===== src/rtl/axil_ctrl_initiator.sv =====
// axil_ctrl_initiator: AXI4-Lite master that turns a simple command stream into
// single-beat register writes/reads on a control slave, one transaction at a time.
// Ports:
//   aclk, areset            clock and synchronous active-high reset
//   cmd_*                   command stream in (valid/ready, write, addr, wdata, wstrb)
//   rsp_*                   response stream out (valid/ready, rdata, resp, timeout)
//   err_sticky              set on any non-OKAY response or timeout, cleared by reset
//   m_axil_*                AXI4-Lite master channels AW, W, B, AR, R
module axil_ctrl_initiator #(
    parameter int unsigned ADDR_BITS      = 64,
    parameter int unsigned DATA_BITS      = 64,
    parameter int unsigned TIMEOUT_CYCLES = 1024
) (
    input  logic                   aclk,
    input  logic                   areset,
    input  logic                   cmd_valid,
    output logic                   cmd_ready,
    input  logic                   cmd_write,
    input  logic [ADDR_BITS-1:0]   cmd_addr,
    input  logic [DATA_BITS-1:0]   cmd_wdata,
    input  logic [DATA_BITS/8-1:0] cmd_wstrb,
    output logic                   rsp_valid,
    input  logic                   rsp_ready,
    output logic [DATA_BITS-1:0]   rsp_rdata,
    output logic [1:0]             rsp_resp,
    output logic                   rsp_timeout,
    output logic                   err_sticky,
    output logic [ADDR_BITS-1:0]   m_axil_awaddr,
    output logic [2:0]             m_axil_awprot,
    output logic                   m_axil_awvalid,
    input  logic                   m_axil_awready,
    output logic [DATA_BITS-1:0]   m_axil_wdata,
    output logic [DATA_BITS/8-1:0] m_axil_wstrb,
    output logic                   m_axil_wvalid,
    input  logic                   m_axil_wready,
    input  logic [1:0]             m_axil_bresp,
    input  logic                   m_axil_bvalid,
    output logic                   m_axil_bready,
    output logic [ADDR_BITS-1:0]   m_axil_araddr,
    output logic [2:0]             m_axil_arprot,
    output logic                   m_axil_arvalid,
    input  logic                   m_axil_arready,
    input  logic [DATA_BITS-1:0]   m_axil_rdata,
    input  logic [1:0]             m_axil_rresp,
    input  logic                   m_axil_rvalid,
    output logic                   m_axil_rready
);

    localparam int unsigned STRB_BITS = DATA_BITS / 8;
    // +2 keeps the width at least one bit when the timeout is disabled.
    localparam int unsigned TMR_BITS  = $clog2(TIMEOUT_CYCLES + 2);

    typedef enum logic [2:0] {StIdle, StWrReq, StWrResp, StRdReq, StRdResp, StRsp} state_t;

    state_t                 state_q, state_d;
    logic [ADDR_BITS-1:0]   addr_q;
    logic [DATA_BITS-1:0]   wdata_q;
    logic [STRB_BITS-1:0]   wstrb_q;
    logic                   aw_done_q, w_done_q;
    logic [TMR_BITS-1:0]    timer_q, timer_d;
    logic                   tmo_q, tmo_d;
    logic [DATA_BITS-1:0]   rdata_q;
    logic [1:0]             resp_q, resp_d;
    logic                   err_q;

    logic accept, busy, aw_ok, w_ok, cap_b, cap_r;

    // Datapath next-state helpers
    always_comb begin
        accept  = (state_q == StIdle) && cmd_valid;
        busy    = (state_q == StWrReq) || (state_q == StWrResp) ||
                  (state_q == StRdReq) || (state_q == StRdResp);
        // A channel counts as done once its handshake has happened, now or earlier.
        aw_ok   = aw_done_q || m_axil_awready;
        w_ok    = w_done_q  || m_axil_wready;
        cap_b   = (state_q == StWrResp) && m_axil_bvalid;
        cap_r   = (state_q == StRdResp) && m_axil_rvalid;
        resp_d  = cap_b ? m_axil_bresp : m_axil_rresp;
        // Saturating timer; tmo latches once the budget is reached and never aborts the FSM.
        timer_d = (timer_q == TMR_BITS'(TIMEOUT_CYCLES)) ? timer_q : timer_q + 1'b1;
        tmo_d   = tmo_q | ((TIMEOUT_CYCLES != 0) && (timer_d == TMR_BITS'(TIMEOUT_CYCLES)));
    end

    // FSM state register
    always_ff @(posedge aclk) begin
        if (areset) begin
            state_q <= StIdle;
        end else begin
            state_q <= state_d;
        end
    end

    // FSM next-state logic
    always_comb begin
        state_d = state_q;
        unique case (state_q)
            StIdle:   if (cmd_valid) state_d = cmd_write ? StWrReq : StRdReq;
            StWrReq:  if (aw_ok && w_ok) state_d = StWrResp;
            StWrResp: if (m_axil_bvalid) state_d = StRsp;
            StRdReq:  if (m_axil_arready) state_d = StRdResp;
            StRdResp: if (m_axil_rvalid) state_d = StRsp;
            StRsp:    if (rsp_ready) state_d = StIdle;
            default:  state_d = StIdle;
        endcase
    end

    // Datapath registers
    always_ff @(posedge aclk) begin
        if (areset) begin
            addr_q    <= '0;
            wdata_q   <= '0;
            wstrb_q   <= '0;
            aw_done_q <= 1'b0;
            w_done_q  <= 1'b0;
            timer_q   <= '0;
            tmo_q     <= 1'b0;
            rdata_q   <= '0;
            resp_q    <= 2'b00;
            err_q     <= 1'b0;
        end else begin
            if (accept) begin
                addr_q    <= cmd_addr;
                wdata_q   <= cmd_wdata;
                wstrb_q   <= cmd_wstrb;
                aw_done_q <= 1'b0;
                w_done_q  <= 1'b0;
                timer_q   <= '0;
                tmo_q     <= 1'b0;
            end
            if (busy) begin
                timer_q <= timer_d;
                tmo_q   <= tmo_d;
            end
            if (state_q == StWrReq) begin
                aw_done_q <= aw_ok;
                w_done_q  <= w_ok;
            end
            if (cap_b || cap_r) begin
                rdata_q <= cap_r ? m_axil_rdata : '0;
                resp_q  <= resp_d;
                // Evaluated with the values rsp_* will show when rsp_valid rises.
                if ((resp_d != 2'b00) || tmo_d) begin
                    err_q <= 1'b1;
                end
            end
        end
    end

    // FSM / interface outputs
    always_comb begin
        cmd_ready      = (state_q == StIdle) && !areset;
        m_axil_awaddr  = addr_q;
        m_axil_awprot  = 3'b000;
        m_axil_awvalid = (state_q == StWrReq) && !aw_done_q;
        m_axil_wdata   = wdata_q;
        m_axil_wstrb   = wstrb_q;
        m_axil_wvalid  = (state_q == StWrReq) && !w_done_q;
        m_axil_bready  = (state_q == StWrResp);
        m_axil_araddr  = addr_q;
        m_axil_arprot  = 3'b000;
        m_axil_arvalid = (state_q == StRdReq);
        m_axil_rready  = (state_q == StRdResp);
        rsp_valid      = (state_q == StRsp);
        rsp_rdata      = rdata_q;
        rsp_resp       = resp_q;
        rsp_timeout    = tmo_q;
        err_sticky     = err_q;
    end

endmodule

===== config.mk =====
export PLATFORM = sky130hd
export DESIGN_NAME = axil_ctrl_initiator
export DESIGN_NICKNAME = d
export VERILOG_FILES = /design/src/rtl/axil_ctrl_initiator.sv
export SDC_FILE = /design/constraint.sdc
export NUM_CORES = 1
export LEC_CHECK = 0
export CAP_MARGIN = 5
export CORE_AREA = 5 5 189 191
export DETAILED_ROUTE_END_ITERATION = 10
export DIE_AREA = 0 0 194 196
export GPL_TIMING_DRIVEN = 0
export HOLD_SLACK_MARGIN = 0.06
export SLEW_MARGIN = 20
export SYNTH_ARGS = -nofsm -noshare
export SYNTH_HDL_FRONTEND = slang
export SYNTH_SLANG_ARGS = --single-unit

===== constraint.sdc =====
create_clock -name aclk -period 4.3 [get_ports aclk]
set_input_delay 0.86 -clock aclk [delete_from_list [all_inputs] [get_ports aclk]]
set_output_delay 0.86 -clock aclk [all_outputs]
set_load 0.005 [all_outputs]

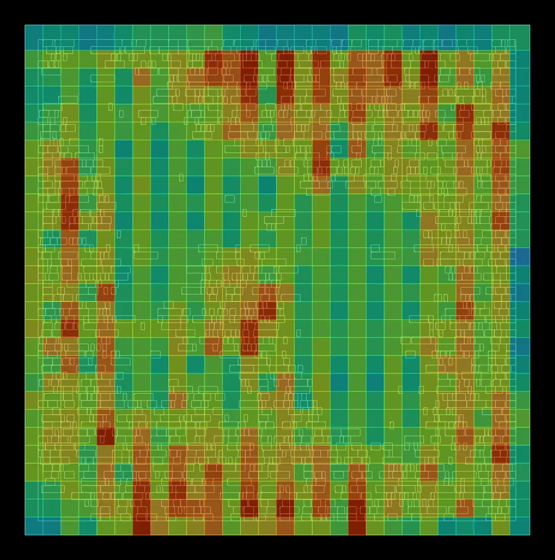
run_1/final_congestion.png
GRT Overall Usage: 17.2%
GR met3 Demand/Resource: 4.52%
routed len/inst: 17.4 um
Top Usage Layer GRT: met2

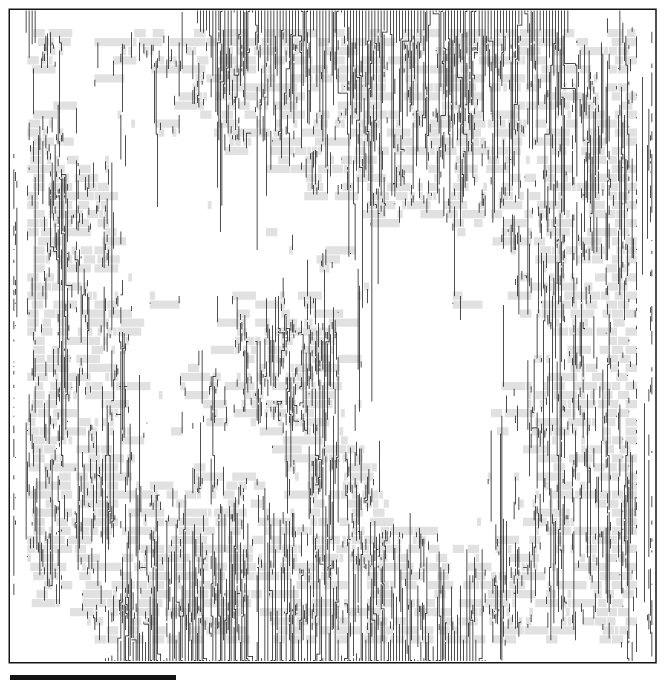
run_1/met2.png
Scale bar: 50 um. Cells faint in the background.
main direction: vertical
longest straight run: 84.0 um
nets with wire on the layer: 1492
share of all routed wire: 50%
vias: 9040
GRT met2 Usage: 31.1%
Routed WL: 35500 um

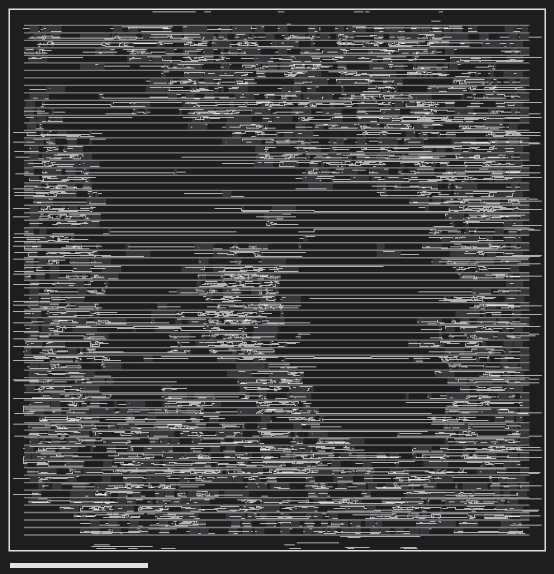
run_1/met1.png
Scale bar: 50 um. Supply wires on this layer in grey. Cells faint in the background.
share of all routed wire: 40%
wire length on this layer: 14300 um
longest straight run: 61.6 um
nets with wire on the layer: 1603
met1 Use GR: 20.2%

==> metrics.yaml, run 1 <==
run_status:
  status: "finished, final reports clean"
final_timing:
  worst_slack_ns: 0.986
  finalHoldViolCount: 0
final_layout:
  syn_to_final_growth_pct: 74.4
  antenna_cells: 0
  drive_gt1_share_pct: 9.14
synth:
  flop_cell: "dfxtp_1"
  synth_flops: 220
  ys_cells: 1048
  syn-cell-area_um2: 8530
  yosysTopAreaCell: "dfxtp_1"
  synth_cell_types: 49
  ys_warn_count: 0
clock_tree:
  cts_max_path_buffers: 3
  cts_buffers: 26
  clk_pin_slew_worst_paths_ns: 0.06
  clk_latency_ns: 0.54
  hold_buffers: 0
  cts_num_sinks: 220
run:
  drv_cap: 0
  warnings: 27
power_and_ir_drop:
  vdd_drop_max_mv: 0.260
  p_leak_nw: 5.54
  power_frac_seq_pct: 33.2
  p_sw_share_pct: 33.1
  switching_power_mw: 2.65
setup_path:
  startpoint: "areset"
  cp_top_family: "buffers and inverters"
  critPathBufInv: 3
  worstPathRequired_ns: 3.44
floorplanning:
  fp_util_pct: 25.1
  fp.dieW_um: 194
global_route:
  grt-ovfl-total: 0
  grt_pass1_vias: 8682
placed_design:
  portBuffers: 487
min_path:
  hold_path_depth: 2
routing:
  via_per_inst: 4.43
-- run 1: Yosys cell counts (all sizes together), types with 5 or more instances --
library cell    n
a22oi          66
nor3            5
a21oi         152
nand4           5
inv            10
nor2           86
buf           101
dfxtp         220
o21ai          10
nand2         281
clkbuf         51
nand3           6
nor4            5
or3             5
-- run 1: power groups by stage --
stage	registers, mW	clock network (mW)	logic [mW]
2_1_floorplan	2.68	0	1.40
3_3_place_gp	2.69	0	3.09
3_5_place_dp	2.70	0	3.12
4_1_cts	2.66	2.36	3.14
5_1_grt	2.71	2.43	3.38
6_report	2.66	2.28	3.08
-- run 1: per-layer routing --
| layer | wire length (um) | part of all wire, % | vias to the layer above |
|---|---|---|---|
| met4 | 880 | 2.5 | 0 |
| met1 | 14300 | 40 | 4178 |
| met2 | 17700 | 50 | 355 |
| met3 | 2630 | 7.4 | 53 |
| li1 | - | - | 4454 |
| met5 | 0 | 0 | - |
-- run 1: kinds of logic (layout without fill, tap and decap cells) --
kind of cell               count (synthesis)  after routing  share of synthesized area [%]
xor gates and xnor gates                   4              4                          0.499
muxes                                      3              3                          0.352
buffers and inverters                    162            696                           10.6
other                                      1              6                         0.0439
adders and majority gates                  2              2                          0.293
and+or+nand+nor                          408            408                           19.3
DFF                                      220            220                           51.6
AOI/OAI and AO/OA                        248            248                           17.3
-- run 1: final cells by class --
type                       instances  area [um^2]
buffer                           152          867
inverter                          10         37.5
multi-input combinational        671         3240
tap                              455          569
fill                            3369        19100
timing repair buffer             487         4870
clock buffer                      35          776
sequential                       220         4400
clock inverter                    12          114
-- run 1: tightest hold or removal path, cell delays in order (launching register included) --
cell,delay [ns]
dfxtp_1,0.31
nand2_1,0.05
a21oi_1,0.05
==> inputs of run 2 (changes only) <==
--- a/config.mk
+++ b/config.mk
@@ -6,9 +6,9 @@
 export NUM_CORES = 1
 export LEC_CHECK = 0
 export CAP_MARGIN = 5
-export CORE_AREA = 5 5 189 191
+export CORE_AREA = 5 5 191 193
 export DETAILED_ROUTE_END_ITERATION = 10
-export DIE_AREA = 0 0 194 196
+export DIE_AREA = 0 0 196 198
 export GPL_TIMING_DRIVEN = 0
 export HOLD_SLACK_MARGIN = 0.06
 export SLEW_MARGIN = 20
==> constraint.sdc (replaced) <==
create_clock -name aclk -period 3.2 [get_ports aclk]
set_input_delay 0.64 -clock aclk [delete_from_list [all_inputs] [get_ports aclk]]
set_output_delay 0.64 -clock aclk [all_outputs]
set_load 0.005 [all_outputs]
==> metrics.yaml, run 2 <==
run_status:
  status: "finished, final reports clean"
synth:
  ys_cells: 1048
  ys_sh_adder_pct: 0.293
  muxShareOfSynthArea_pct: 0.352
  yosysTopAreaCell: "dfxtp_1"
  yosysMostFrequentCell: "nand2_1"
  topCombFamilyByArea: "simple AND/OR/NAND/NOR gates"
  xor_share_pct: 0.498
  post_synth_ao_oa_area_fraction_pct: 17.3
  flop_cell: "dfxtp_1"
  common_cells: "281 x nand2_1, 220 x dfxtp_1, 152 x a21oi_1, 86 x nor2_1, 70 x buf_4"
  synth.top_cell.area_share_pct: 51.6
global_route:
  grt-ovfl-total: 0
  grt_pass1_vias: 8907
clock_tree:
  cts_buffers: 26
  cts_num_sinks: 220
  hold_buffers: 0
  clk_pin_slew_worst_paths_ns: 0.06
  cts_max_path_buffers: 3
  clk_latency_ns: 0.54
final_layout:
  syn_to_final_growth_pct: 73.9
  layout_top_cells: "487 x clkdlybuf4s50_1, 281 x nand2_1, 220 x dfxtp_1, 152 x a21oi_1, 86 x nor2_1"
  n_fill_cell: 3475
  drive_gt1_share_pct: 8.95
power_and_ir_drop:
  p_leak_nw: 5.50
  vdd_drop_max_mv: 0.360
floorplanning:
  fp.dieW_um: 196
  fp_util_pct: 24.8
placed_design:
  portBuffers: 487
  dpl_worst_slack_ns: 0.255
run:
  warnings: 27
  drv_cap: 0
final_timing:
  worst_slack_ns: 0.401
routing:
  vias: 8968
  via_per_inst: 4.39
  routedWlPerCell_um: 17.3
setup_path:
  worstPathRequired_ns: 2.56
  startpoint: "state_q[2]$_SDFFE_PP0P_"
min_path:
  hold_path_depth: 2
[run 2: cell counts after synthesis]
No cell type changed its count.
[run 2: layout make-up]
type,count,area (um^2),share of cell area [%]
inverters,10,37.5,0.253
clock inverters,13,111,0.750
well taps,455,569,3.83
flip-flops and latches,220,4400,29.7
clock buffers,34,732,4.93
diodes,2,5.00,0.0337
plain buffers,152,867,5.84
repair buffers,487,4870,32.8
multi-input cells,671,3240,21.9
[run 2: per-layer routing]
metal	share of wire, %	GRT usage [%]	wire length, um
met4	3.1	5.22	1100
met1	40	19.3	14200
met2	50	30.5	17500
met5	0	0	0
met3	7.1	4.34	2500
[run 2: report_power, final]
group / internal (mW) / switching [mW] / leakage, nW
sequential: 3.23 / 0.335 / 1.79
combinational: 2.12 / 2.02 / 3.30
clock: 1.70 / 1.22 / 0.406
total: 7.05 / 3.57 / 5.50
[run 2: cells by family (layout without fill, tap and decap cells)]
group / count (synthesis) / count (layout)
DFF: 220 / 220
buffers and inverters: 162 / 696
adders and majority gates: 2 / 2
other: 1 / 8
AOI/OAI and AO/OA: 248 / 248
xor gates and xnor gates: 4 / 4
and+or+nand+nor: 408 / 408
muxes: 3 / 3
[run 2: worst max-delay path: stages, from the launching register on]
cell and delay, ns:
dfxtp_1 0.31, buf_2 0.17, nor2_1 0.28, nand2_1 0.11
nor2_1 0.16, clkdlybuf4s50_1 0.59
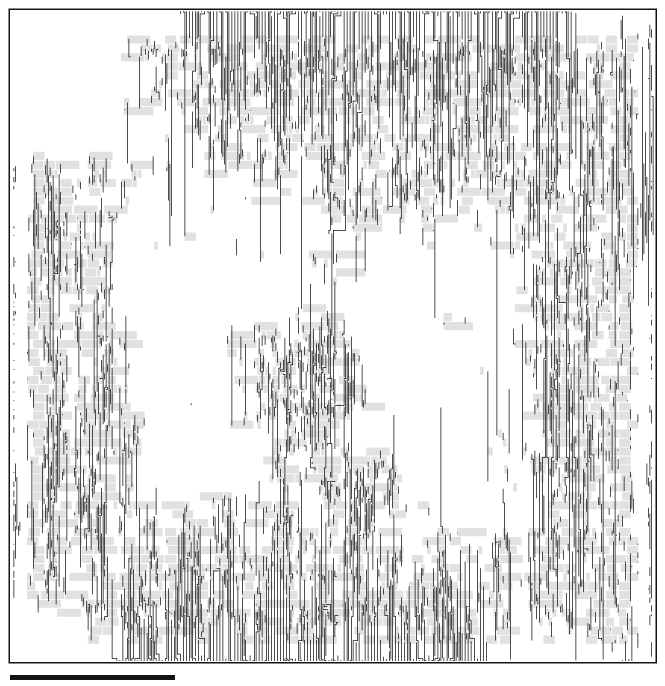
run_2/met2.png
Scale bar: 50 um. Cells faint in the background.
share of all routed wire: 50%
wire length on this layer: 17500 um
nets with wire on the layer: 1475

==> inputs of run 3 (changes only) <==
--- a/config.mk
+++ b/config.mk
@@ -6,11 +6,13 @@
 export NUM_CORES = 1
 export LEC_CHECK = 0
 export CAP_MARGIN = 5
-export CORE_AREA = 5 5 191 193
+export CORE_AREA = 5 5 188 190
+export CTS_BUF_LIST = sky130_fd_sc_hd__clkbuf_4
 export DETAILED_ROUTE_END_ITERATION = 10
-export DIE_AREA = 0 0 196 198
+export DIE_AREA = 0 0 193 195
 export GPL_TIMING_DRIVEN = 0
 export HOLD_SLACK_MARGIN = 0.06
+export RECOVER_POWER = 100
 export SLEW_MARGIN = 20
 export SYNTH_ARGS = -nofsm -noshare
 export SYNTH_HDL_FRONTEND = slang
==> metrics.yaml, run 3 <==
run_status:
  status: "finished, final reports clean"
setup_path:
  critPathBufInv: 2
  startpoint: "state_q[0]$_SDFFE_PP0P_"
  slowest_delay_ns: 0.62
  worstPathRequired_ns: 2.56
  crit_chain: "clkbuf_1 -> and3b_1 -> dlygate4sd3_1"
  slowest_stage: "dlygate4sd3_1"
  path_depth: 3
  cp_top_family: "buffers and inverters"
final_timing:
  final.setup.tns_ns: 0
  worst_slack_ns: 0.241
  finalHoldViolCount: 0
clock_tree:
  clk_pin_slew_worst_paths_ns: 0.07
  hold_buffers: 0
  cts_num_sinks: 220
  clk_latency_ns: 0.70
  cts_buffers: 61
  cts_max_path_buffers: 3
synth:
  ys_cells: 1048
  edf_count: 0
  common_cells: "281 x nand2_1, 220 x dfxtp_1, 152 x a21oi_1, 86 x nor2_1, 70 x buf_4"
  synth_cell_types: 49
  yosysMostFrequentCell: "nand2_1"
  yosysTopAreaCell: "dfxtp_1"
  synth.top_cell.area_share_pct: 51.6
  flop_cell: "dfxtp_1"
  synth_flops: 220
  ys_warn_count: 0
final_layout:
  syn_to_final_growth_pct: 72.4
  combGateArea_um2: 3230
  layout_top_cells: "281 x nand2_1, 264 x dlygate4sd3_1, 223 x clkdlybuf4s50_1, 220 x dfxtp_1, 152 x a21oi_1"
  regArea_um2: 4400
  final_cells: 2091
  n_fill_cell: 3380
floorplanning:
  fp_util_pct: 25.6
  fp.dieW_um: 193
  fp.dieArea_um2: 37600
global_route:
  grt_pass1_vias: 9261
  grt_start_max_net_pins: 19
  grt-ovfl-total: 0
routing:
  via_per_inst: 4.42
  wl_um: 36000
  vias: 9235
run:
  drv_cap: 0
  warnings: 27
power_and_ir_drop:
  p_leak_nw: 6.31
min_path:
  holdCritPathClass: "reg -> reg"
placed_design:
  dpl_worst_slack_ns: 0.291
-- run 3: cell counts after synthesis --
Identical to the previous run, type by type.
-- run 3: cell families (layout without fill, tap and decap cells) --
logic type	Yosys count	count (layout)	synth area share, %
AOI/OAI and AO/OA	248	248	17.3
xor gates and xnor gates	4	4	0.499
adders and majority gates	2	2	0.293
buffers and inverters	162	750	10.6
DFF	220	220	51.6
muxes	3	3	0.352
other	1	8	0.0439
and+or+nand+nor	408	408	19.3
-- run 3: worst min path at each step --
stage,cells after the start,slack [ns],to
final,2,0.45,m_axil_wdata[51]$_SDFFE_PP0P_
after global routing,3,0.42,m_axil_wdata[21]$_SDFFE_PP0P_
after CTS,3,0.40,m_axil_araddr[9]$_SDFFE_PP0P_
after detailed placement,2,0.45,m_axil_wdata[51]$_SDFFE_PP0P_
after global placement,2,0.44,m_axil_wdata[22]$_SDFFE_PP0P_
after floorplan,2,0.45,m_axil_wdata[0]$_SDFFE_PP0P_
-- run 3: final cells by class --
type	count	share of cell area, %
Timing Repair Buffer	487	33.1
Clock buffer	88	4.49
Clock inverter	13	0.595
Inverter	10	0.255
Sequential cell	220	29.9
Buffer	152	5.78
Antenna cell	2	0.0340
Multi-Input combinational cell	671	22.0
Tap cell	448	3.81
-- run 3: power by group --
| group | switching (mW) | total [mW] | leakage [nW] | internal (mW) |
|---|---|---|---|---|
| registers | 0.322 | 3.55 | 1.79 | 3.23 |
| logic | 2.01 | 3.88 | 4.07 | 1.87 |
| clock network | 1.19 | 2.52 | 0.448 | 1.33 |
| total | 3.53 | 9.96 | 6.31 | 6.43 |
-- run 3: layer usage --
layer	track usage (%)	wire length, um
met1	20.4	13800
met2	32.6	18200
met3	5.09	3150
met4	5.17	789
met5	0	0
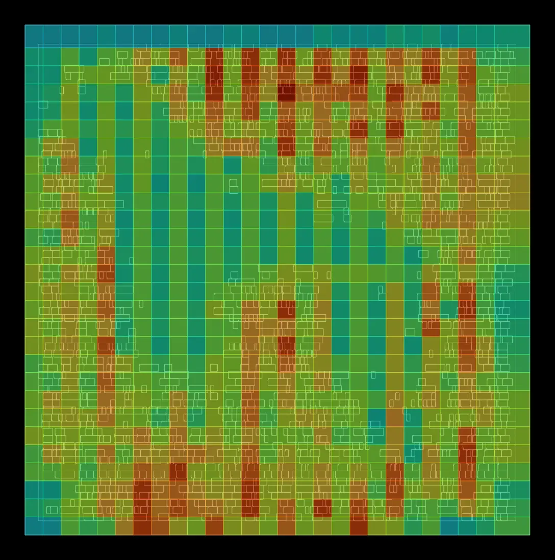
run_3/final_congestion.png
GRT met2 Usage: 32.6%
GRT Overall Usage: 18.0%
met1 Use GR: 20.4%
routed len/inst: 17.2 um
GR met3 Demand/Resource: 5.09%


==> screenshots <==
Close-up of the layout.
panel A
Scale bar: 10 um. Window x 76 to 116, y 38 to 78 um. Cells in grey, sequential cells in the stronger grey; small squares are vias.
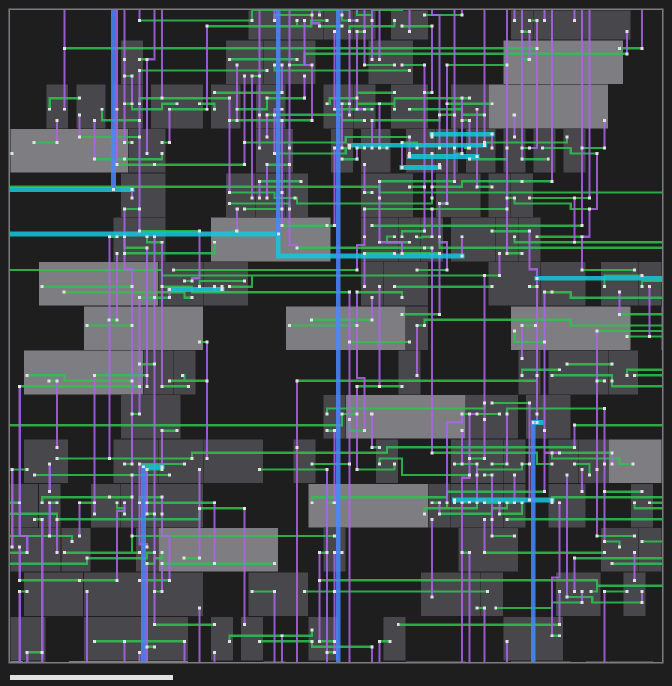
panel B
Scale bar: 10 um. Window x 78 to 118, y 39 to 79 um. Cells in grey, sequential cells in the stronger grey; small squares are vias.
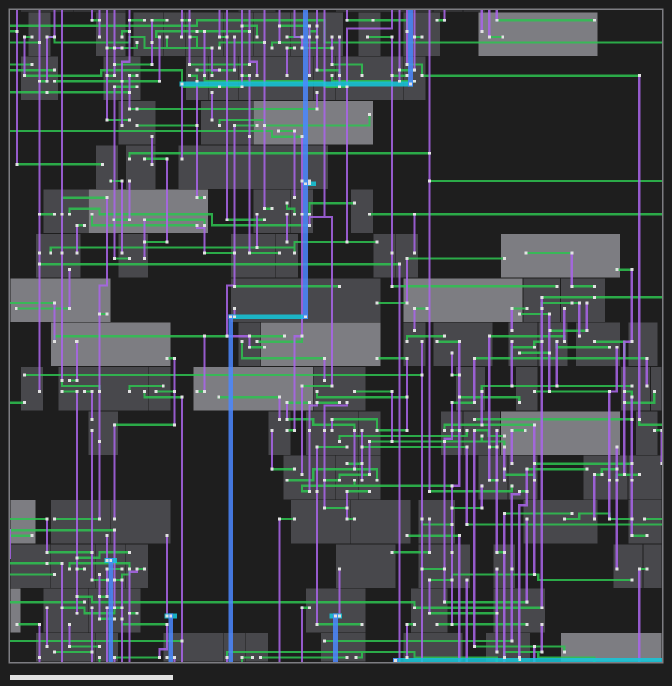
panel C
Scale bar: 10 um. Window x 77 to 117, y 39 to 79 um. Cells in grey, sequential cells in the stronger grey; small squares are vias.
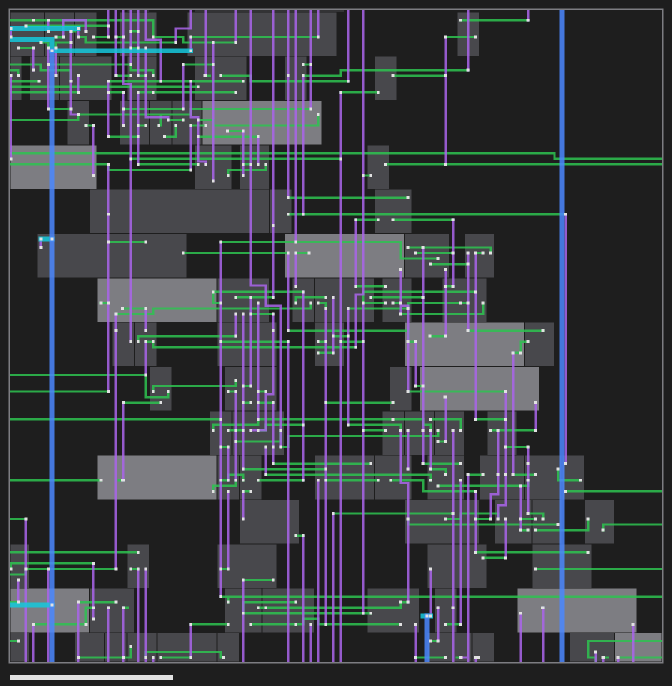
- run 1 = panel C
- run 2 = panel B
- run 3 = panel A

Key to panel A:
[met4] blue
[met1] green
[met2] purple
[met3] cyan
netlist names of flops here include: `timer_q` (5), `rsp_resp` (2)
most frequent: nor2_1 (17), dfxtp_1 (12), clkbuf_1 (10)
sequential cells in the window: 12
cells with their middle in the window: 117

Power figures rest on the tool's default switching activity, not on a simulated workload.
